$ cat src/rtl/code_defs_pkg.sv
// Shared XGMII control characters and 64b/66b block-coding constants for the PCS transmit path.
package code_defs_pkg;

   localparam logic [7:0] RS_IDLE  = 8'h07;
   localparam logic [7:0] RS_START = 8'hFB;
   localparam logic [7:0] RS_TERM  = 8'hFD;
   localparam logic [7:0] RS_ERROR = 8'hFE;

   localparam logic [1:0] SYNC_DATA = 2'b01;
   localparam logic [1:0] SYNC_CTL  = 2'b10;

   localparam logic [7:0] BT_IDLE = 8'h1E;
   localparam logic [7:0] BT_S0   = 8'h78;
   localparam logic [7:0] BT_S4   = 8'h33;
   localparam logic [7:0] BT_T0   = 8'h87;
   localparam logic [7:0] BT_T1   = 8'h99;
   localparam logic [7:0] BT_T2   = 8'hAA;
   localparam logic [7:0] BT_T3   = 8'hB4;
   localparam logic [7:0] BT_T4   = 8'hCC;
   localparam logic [7:0] BT_T5   = 8'hD2;
   localparam logic [7:0] BT_T6   = 8'hE1;
   localparam logic [7:0] BT_T7   = 8'hFF;

   localparam logic [6:0] CC_IDLE  = 7'h00;
   localparam logic [6:0] CC_ERROR = 7'h1E;

   // Only called on lanes already known to be IDLE or ERROR; anything else maps to ERROR.
   function automatic logic [6:0] rs_to_cc(input logic [7:0] c);
      return (c == RS_IDLE) ? CC_IDLE : CC_ERROR;
   endfunction

   function automatic logic [7:0] bt_term(input int k);
      case (k)
         0:       return BT_T0;
         1:       return BT_T1;
         2:       return BT_T2;
         3:       return BT_T3;
         4:       return BT_T4;
         5:       return BT_T5;
         6:       return BT_T6;
         default: return BT_T7;
      endcase
   endfunction

endpackage

$ cat src/rtl/encode_64b66b_block.sv
// Combinational 64b/66b block encoder: one 64-bit XGMII block (8 lanes) to sync header + payload.
module encode_64b66b_block
   import code_defs_pkg::*;
(
   input  logic [63:0] data64,
   input  logic [7:0]  ctl8,
   output logic [1:0]  header,
   output logic [63:0] payload
);

   logic [7:0]  ie;
   logic [55:0] codes;
   logic [7:0]  lo_mask;
   logic [7:0]  hi_mask;
   logic        term_ok;
   logic [63:0] term_pay;

   always_comb begin
      ie       = '0;
      codes    = '0;
      lo_mask  = '0;
      hi_mask  = '0;
      term_ok  = 1'b0;
      term_pay = '0;

      for (int m = 0; m < 8; m++) begin
         ie[m] = ctl8[m] && ((data64[8*m +: 8] == RS_IDLE) || (data64[8*m +: 8] == RS_ERROR));
         codes[7*m +: 7] = rs_to_cc(data64[8*m +: 8]);
      end

      // Lane m's 7-bit code sits at bit 8+7m for both idle and terminate blocks.
      for (int k = 0; k < 8; k++) begin
         lo_mask = (8'h01 << k) - 8'h01;
         hi_mask = ~((8'h02 << k) - 8'h01);
         if (((ctl8 & lo_mask) == 8'h00) && ctl8[k] && (data64[8*k +: 8] == RS_TERM) &&
             ((ie & hi_mask) == hi_mask)) begin
            term_ok  = 1'b1;
            term_pay = {codes, bt_term(k)};
            for (int m = 0; m < 8; m++) begin
               if (m <= k) term_pay[8 + 7*m +: 7] = 7'h00;
            end
            for (int i = 0; i < 56; i++) begin
               if (i < 8*k) term_pay[8 + i] = data64[i];
            end
         end
      end

      header  = SYNC_CTL;
      payload = {{8{CC_ERROR}}, BT_IDLE};
      if (ctl8 == 8'h00) begin
         header  = SYNC_DATA;
         payload = data64;
      end else if ((ctl8 == 8'hFF) && (&ie)) begin
         payload = {codes, BT_IDLE};
      end else if ((ctl8 == 8'h01) && (data64[7:0] == RS_START)) begin
         payload = {data64[63:8], BT_S0};
      end else if ((ctl8 == 8'h1F) && (data64[31:0] == {4{RS_IDLE}}) && (data64[39:32] == RS_START)) begin
         payload = {data64[63:40], 4'b0000, codes[27:0], BT_S4};
      end else if (term_ok) begin
         payload = term_pay;
      end
   end

endmodule

$ cat src/rtl/tx_encoder_32b.sv
// 32-bit transmit 64b/66b encoder: pairs XGMII words into blocks and emits each encoded block as two halves.
module tx_encoder_32b
   import code_defs_pkg::*;
(
   input  logic        clk,
   input  logic        reset,
   input  logic [31:0] xgmii_tx_data,
   input  logic [3:0]  xgmii_tx_ctl,
   output logic        phy_tx_ready,
   input  logic        encoded_tx_ready,
   output logic [31:0] encoded_tx_data,
   output logic [1:0]  encoded_tx_header,
   output logic        encoded_tx_header_valid
);

   logic        h_q, h_d;
   logic [31:0] lo_data_q, lo_data_d;
   logic [3:0]  lo_ctl_q, lo_ctl_d;
   logic [31:0] hi_hold_q, hi_hold_d;
   logic [31:0] out_data_q, out_data_d;
   logic [1:0]  out_hdr_q, out_hdr_d;
   logic        out_hv_q, out_hv_d;

   logic [1:0]  enc_header;
   logic [63:0] enc_payload;

   encode_64b66b_block u_encode (
      .data64  ({xgmii_tx_data, lo_data_q}),
      .ctl8    ({xgmii_tx_ctl, lo_ctl_q}),
      .header  (enc_header),
      .payload (enc_payload)
   );

   assign phy_tx_ready = encoded_tx_ready;

   // h=0 captures the low word and emits the held high half; h=1 encodes and emits the low half.
   always_comb begin
      h_d        = h_q;
      lo_data_d  = lo_data_q;
      lo_ctl_d   = lo_ctl_q;
      hi_hold_d  = hi_hold_q;
      out_data_d = out_data_q;
      out_hdr_d  = out_hdr_q;
      out_hv_d   = out_hv_q;
      if (encoded_tx_ready) begin
         h_d = ~h_q;
         if (!h_q) begin
            lo_data_d  = xgmii_tx_data;
            lo_ctl_d   = xgmii_tx_ctl;
            out_data_d = hi_hold_q;
            out_hv_d   = 1'b0;
         end else begin
            out_data_d = enc_payload[31:0];
            hi_hold_d  = enc_payload[63:32];
            out_hdr_d  = enc_header;
            out_hv_d   = 1'b1;
         end
      end
   end

   always_ff @(posedge clk) begin
      if (reset) begin
         h_q        <= 1'b0;
         hi_hold_q  <= '0;
         out_data_q <= '0;
         out_hdr_q  <= 2'b00;
         out_hv_q   <= 1'b0;
      end else begin
         h_q        <= h_d;
         hi_hold_q  <= hi_hold_d;
         out_data_q <= out_data_d;
         out_hdr_q  <= out_hdr_d;
         out_hv_q   <= out_hv_d;
      end
   end

   // A stale low word is harmless: after reset h=0 so it is overwritten before use.
   always_ff @(posedge clk) begin
      lo_data_q <= lo_data_d;
      lo_ctl_q  <= lo_ctl_d;
   end

   assign encoded_tx_data         = out_data_q;
   assign encoded_tx_header       = out_hdr_q;
   assign encoded_tx_header_valid = out_hv_q;

endmodule

$ cat config.mk
export PLATFORM = sky130hd
export DESIGN_NAME = tx_encoder_32b
export DESIGN_NICKNAME = d
export VERILOG_FILES = /design/src/rtl/code_defs_pkg.sv /design/src/rtl/encode_64b66b_block.sv /design/src/rtl/tx_encoder_32b.sv
export SDC_FILE = /design/constraint.sdc
export NUM_CORES = 1
export LEC_CHECK = 0
export CAP_MARGIN = 10
export CORE_MARGIN = 2
export CORE_UTILIZATION = 50
export DETAILED_ROUTE_END_ITERATION = 7
export PLACE_DENSITY = 0.73
export SLEW_MARGIN = 20
export SYNTH_ARGS = -nofsm -noshare
export SYNTH_HDL_FRONTEND = slang
export SYNTH_SLANG_ARGS = --single-unit
export TNS_END_PERCENT = 20
$ cat constraint.sdc
create_clock -name clk -period 3.1 [get_ports clk]
set_input_delay 0.465 -clock clk [delete_from_list [all_inputs] [get_ports clk]]
set_output_delay 0.465 -clock clk [all_outputs]
set_load 0.01 [all_outputs]
run_1/pdn.png
Drawn at 4 px/um. Pins as bars on the die edge. Tap cells in gray.
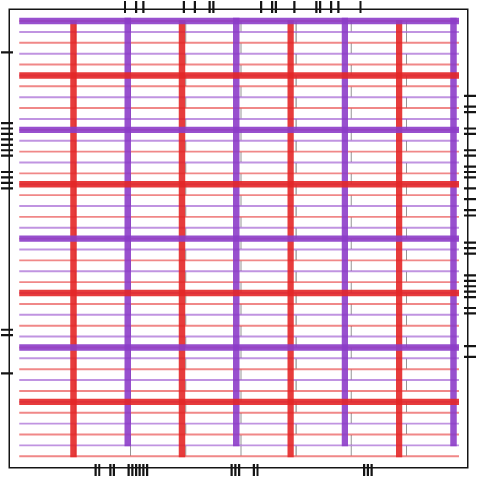
[purple] VDD
[red] VSS
rows: 40
tap cells: 147
met5 straps: 8
met1 rails: 41
signal pins: 75

run_1/cell_classes.png
Drawn at 4 px/um. Fill, decap, tap and diode cells in gray.
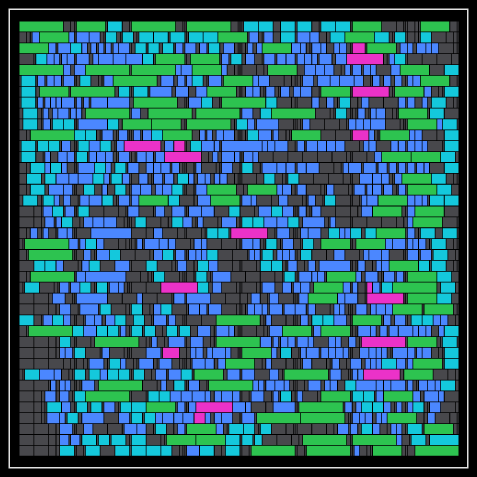
[green] flops | cells: 104 | share of their area: 30%
[cyan] other buffers and delay cells | cells: 216 | share of their area: 22%
[magenta] clock drivers and dummy loads | cells: 16 | share of their area: 3.8%
[blue] all other logic | cells: 572 | share of their area: 44%

run_1/clock_map.png
Drawn at 3 px/um.
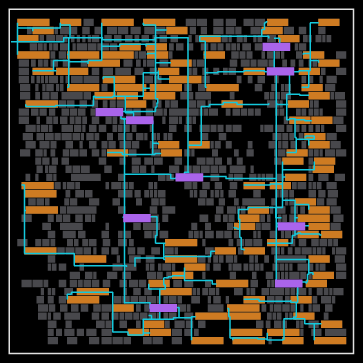
[cyan] clock wires | length: 1350 um
[purple] cells driving clock nets | count: 9
[orange] flip-flops | count: 104
flops lie: spread over the die
routed clock nets: 10

run_1/metal_stack.png
Drawn at 4 px/um.
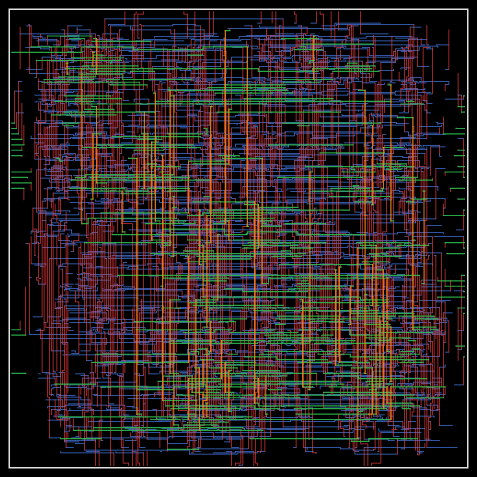
[blue] met1 | wire length: 10100 um
[orange] met4 | wire length: 1470 um
[red] met2 | wire length: 11700 um
[green] met3 | wire length: 3640 um

==> notes.md, run 1 <==
Implementation status.

- The multi-input logic portion of the cell area is a little over two fifths.
- The leakage power total is 3.07 nW.
- The deepest level of the CTS H-tree is 3.
- The met3 wirelength from detailed routing is roughly 3600 um.
- By instance count after routing, the leading logic cell type is buf_4.
- By startpoint and endpoint, the worst setup path is classified as reg2reg.
- The wire-length estimate of the detail-placed layout is 20100 um.
- The design draws 3.34 mW.
- The number of fill cells in the layout is between 900 and 1000.
- The final hold violation count is 0.
- The mean routed wirelength per cell is approximately 26 um.
- Per the run summary, max-cap violations total 0.
- Of the total power, the clock network draws around 36%.
- By count the netlist is led by nand2_1 (77), a21oi_1 (71), dfxtp_1 (68).
- According to the Yosys statistics, the synthesized design has a chip area of roughly 6000 sq um.
- The worst register-to-register path depth is 9.
- Per the layout report, the design carries around 220 non-clock buffers.
- The largest net degree at the start of global routing is about 46.
- The cell group occupying the most layout area is combinational gates.
- The timing-limited maximum frequency is 333 MHz.
- The net switching power is roughly 0.96 mW.
- The run finished with clean final reports.
- In the final layout, the clock buffer count is 10.
- After synthesis, the netlist uses 78 different library cells.
- The share of Yosys cell area claimed by the top area cell type is approximately 22%.
- The top metal layer carrying routed signals is met4.
- The worst hold path begins at encoded_tx_data[13].
- The dominant combinational cell family by area after synthesis is AND-OR/OR-AND gates.
- The count of antenna-violating nets left after detailed routing is 0.
- For this design the top-level I/O count stands at 75.
- The synthesized netlist net count is about 770.
- At the end of the flow the core is filled with cells to slightly below 70%.
- The worst setup skew after layout is between 0.01 and 0.015 ns.
- The power of the combinational group is 0.544 mW.
- The number of cell instances after yosys synthesis is between 700 and 800.
- The post-cts sizing count is 1.
- The report lists the power per cell area as between 400 and 500 nW/um^2.
- The synthesis-to-layout area growth is 35.9%.
- Across the placement rows, the number of tap cells is roughly 150.
- Yosys attributes the largest share of cell area to dfxtp_1 (22%), edfxtp_1 (18%), a21oi_1 (5.8%), nand2_1 (4.8%), nor2_1 (4.1%).
- The count of hold-fix buffers inserted at cts is 0.
- Measured along the y axis, the die boundary spans approximately 110 um.
- The startpoint class of the critical path is a flip-flop.
- The number of global-route vias before repair came to between 6000 and 7000.
- Global routing consumed, on the met3 layer, approximately a tenth of the routing resources.
- The transition at the pin with the smallest max-transition slack is between 0.6 and 0.7 ns.
- Before placement the cells fill roughly half of the core.
- Per the slew report, the remaining headroom to the max-slew limit stands at roughly 55%.
- The number of search-and-repair iterations in the first detailed-routing pass is 6.
- Summed over the clock group, the power is 1.22 mW.
- The number of antenna violations at the first check in global routing is 0.
- The portion of total power attributed to combinational logic is about 16%.
==> run 2: changes to the inputs <==
--- a/config.mk
+++ b/config.mk
@@ -9,6 +9,7 @@
 export CORE_MARGIN = 2
 export CORE_UTILIZATION = 50
 export DETAILED_ROUTE_END_ITERATION = 7
+export GPL_ROUTABILITY_DRIVEN = 0
 export PLACE_DENSITY = 0.73
 export SLEW_MARGIN = 20
 export SYNTH_ARGS = -nofsm -noshare
==> run 2 against run 1 <==
  * Worst setup slack worse by 0.024 ns
  * Synthesized cell count did not move
  * Wire length decreased by 11%
  * Non-clock buffer count decreased by 18
  * Worst hold slack worse by 0.012 ns
  * First-iteration DRC count shrank 12%
  * Flip-flop count unchanged
  * Clock power decreased by about 10%
  * Critical path type is now in2reg
  * Critical endpoint is now encoded_tx_data[8]
  * Largest cell class unchanged
  * Highest routed layer is now met5
==> notes.md, run 2 <==
Implementation status.

- The max-slew check reports its worst relative slack as 55.4%.
- Endpoints failing hold in the final report were tallied at 0.
- The total track usage is approximately 38%.
- Across the routed clock network, the largest skew measured is ~0.011 ns.
- The leakage power in the latest report is between 2 and 3 nW.
- When the netlist entered floorplanning its net count stood at 765.
- For this design, Yosys synthesis ends with a cell count of roughly 730.
- The number of I/O pins is between 70 and 80.
- The top metal layer carrying routed signals is met5.
- The floorplan step set the die height to ~110 um.
- The global-route track usage on met1 is about half.
- The cell group occupying the most layout area is combinational gates.
- Cells fill between 60% and 70% of the core in the end.
- After the flow finishes, the layout carries non-filler instances totaling about 1000.
- For reference, the top cells by area after synthesis are dfxtp_1 (22%), edfxtp_1 (18%), a21oi_1 (5.8%), nand2_1 (4.8%), nor2_1 (4.1%).
- The most common library cell in the layout ignoring fill and taps is buf_4.
- Total power normalized to cell area comes to between 300 and 400 nW/um^2.
- The chip area from the yosys synthesis statistics is ~6000 sq um.
- The leading area contributor after synthesis is dfxtp_1.
- Logic depth along the worst register-to-register path is recorded as 9.
- The pre-placement core utilization is between 50% and 60%.
- The flow ran to the end, and the final reports show no timing, DRC or antenna violations.
- Per report_power, the combinational group accounts for approximately 17% of the total.
- The power of the combinational group is approximately 0.53 mW.
- The timing-limited maximum frequency is 330 MHz.
- Per the detail_route report, vias per standard cell equal between 6 and 7.
- The switching power share of the total is between 20% and 30%.
- The pin closest to its max-slew limit shows a slew of 0.663 ns.
- Per report_power, the clock group accounts for 33.3% of the total.
- The number of global-route vias before repair came to approximately 6700.
- The count of antenna-violating nets left after detailed routing is 0.
- The number of unique standard cell types used by synthesis is approximately 80.
- The HPWL after detailed placement is ~18000 um.
- Per report_power, the Clock row totals about 1.1 mW.
- The tally of clock buffers in the finished layout is 9.
- The share of Yosys cell area claimed by the top area cell type is between 20% and 30%.
- The number of antenna violations at the first check in global routing is 0.
- After synthesis, the most frequently instantiated cells are nand2_1 (77), a21oi_1 (71), dfxtp_1 (68).
- The met3 routing resource usage after global routing is about 10%.
- The total power consumption of the routed design is 3.15 mW.
- After layout, the buffer instance count without clock buffers stands at around 200.
- In this run, post-CTS hold repair placed 0 buffers.
- The worst setup path is of the in2reg kind.
- The floorplan report lists the tap cell count as ~150.
- Entering global routing, the biggest net connects around 40 pins.
- The net switching power is 0.874 mW.
- The number of gates resized after CTS was 0.
- The slowest library cell on the worst path is or3b_2.
- Synthesis handed over a netlist of 726 instances.
- The fraction of cell area in multi-input combinational cells is reported as approximately 43%.
- The synthesis-to-layout area growth is 32.4%.
- The number of fill cells in the layout is a little under 1000.
- In the detailed route, the total length drawn on met3 is 3330 um.
run_2/cell_classes.png
Drawn at 4 px/um. Fill, decap, tap and diode cells in gray.
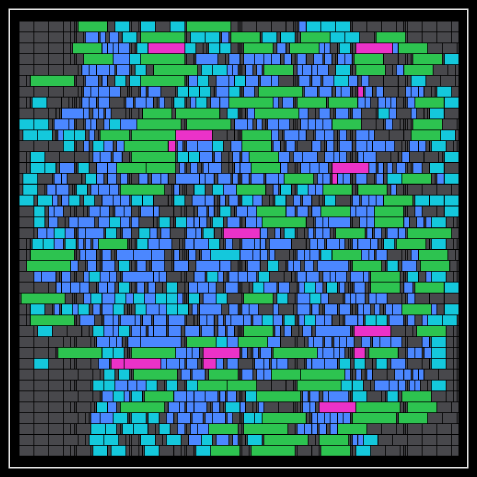
[blue] all other logic | cells: 572 | share of their area: 44%
[magenta] clock drivers and dummy loads | cells: 15 | share of their area: 3.3%
[green] flops | cells: 104 | share of their area: 31%
[cyan] other buffers and delay cells | cells: 198 | share of their area: 21%

run_2/clock_map.png
Drawn at 3 px/um.
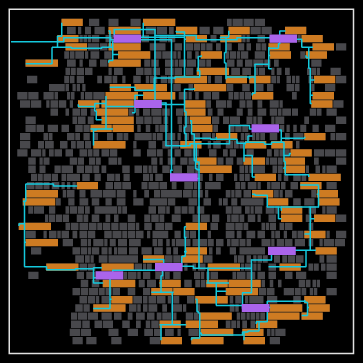
[orange] flip-flops | count: 104
[cyan] clock wires | length: 1220 um
[purple] cells driving clock nets | count: 9
flops lie: spread over the die
routed clock nets: 10

==> run 3: changes to the inputs <==
--- a/config.mk
+++ b/config.mk
@@ -15,4 +15,4 @@
 export SYNTH_ARGS = -nofsm -noshare
 export SYNTH_HDL_FRONTEND = slang
 export SYNTH_SLANG_ARGS = --single-unit
-export TNS_END_PERCENT = 20
+export TNS_END_PERCENT = 10
==> run 3 against run 2 <==
  * Die size unchanged
  * Critical path depth stayed put
  * Final cell count unchanged
  * Via count increased by 0.86%
  * Total power rose by 0.16%
  * Worst setup slack better by 0.010 ns
  * Flip-flop count unchanged
==> notes.md, run 3 <==
Implementation status.

- Total power for the finished layout comes to roughly 3.2 mW.
- The post-cts sizing count is 0.
- The count of hold-fix buffers inserted at cts is 0.
- The non-clock buffer total of the final layout is 198.
- The leakage power total is between 2 and 3 nW.
- The dominant combinational cell family by area after synthesis is AND-OR/OR-AND gates.
- The worst setup skew after layout is about 0.0093 ns.
- The number of cell instances after yosys synthesis is 726.
- The number of well taps is 147.
- Of all cell types, the one taking the most synthesized area is dfxtp_1.
- In the Yosys stats the netlist draws on just under 80 distinct library cells.
- The routed design has around 24000 um of wire.
- The number of I/O pins is between 70 and 80.
- STA shows the worst reg2reg path with a cell count of 9.
- In the final layout, the fill cell count is between 900 and 1000.
- The portion of total power attributed to combinational logic is between 10% and 20%.
- After legalization and detailed placement, the total HPWL measured 18300 um.
- The pre-placement core utilization is 50.8%.
- The largest net degree at the start of global routing is between 40 and 50.
- The number of search-and-repair iterations in the first detailed-routing pass is 6.
- At the pin with the least slew margin, the transition time is approximately 0.66 ns.
- The cell group occupying the most layout area is combinational gates.
- In this run the tightest slew margin relative to its limit is approximately 56%.
- The timing-limited maximum frequency is about 330 MHz.
- The mean routed wirelength per cell is between 20 and 25 um.
- STA classifies the critical path startpoint as an input port.
- The slowest library cell on the worst path is or3b_2.
- The cell area power density is between 300 and 400 nW/um^2.
- The number of global-route vias before repair came to approximately 6700.
- The tally of clock buffers in the finished layout is 9.
- The count of maximum capacitance violations is 0.
- The chip area from the yosys synthesis statistics is just over 6000 sq um.
- The number of instances in the synthesized netlist is around 730.
- The met3 wirelength from detailed routing is approximately 3400 um.
- For this run, the number of standard cells in the final layout without fillers is 1036.
- The flow ran to the end, and the final reports show no timing, DRC or antenna violations.
- The part of the total power dissipated in the clock network is between 30% and 40%.
- The number of antenna violations at the first check in global routing was 0.
- The final hold violation count is 0.
- The switching power share of the total is 27.9%.
- Among logic cells in the layout, the one with the most instances is buf_4.
- Per the hold report, the tightest min-delay path originates at encoded_tx_data[8].
- After synthesis, the most frequently instantiated cells are nand2_1 (77), a21oi_1 (71), dfxtp_1 (68).
- On met3, the global router reports a usage of 9.95%.
run_3/cell_classes.png
Drawn at 4 px/um. Fill, decap, tap and diode cells in gray.
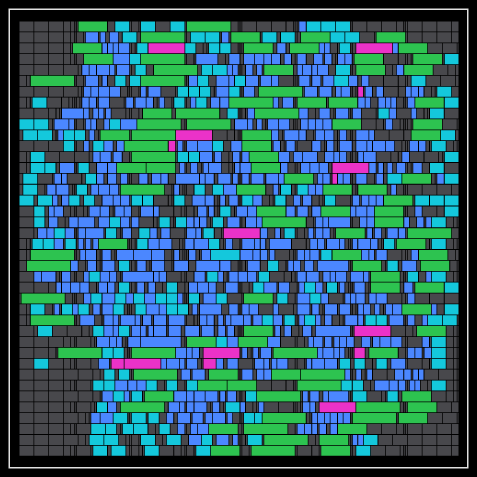
post-route cell area: 8050 sq um
final design utilization: 67.3%
number of core rows: 40
flop share of the area: 30.3%
Floorplan Core Area: 12000 sq um

run_3/pdn.png
Drawn at 4 px/um. Pins as bars on the die edge. Tap cells in gray.
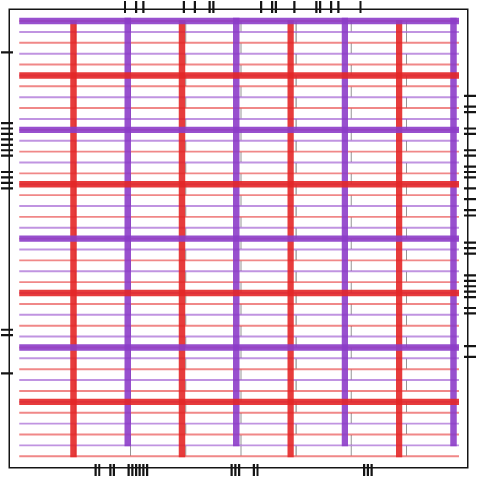
Chip Height: 114 um
die width: 114 um
Worst VDD drop: 0.244 mV

Power is estimated from default activity; no workload was simulated.
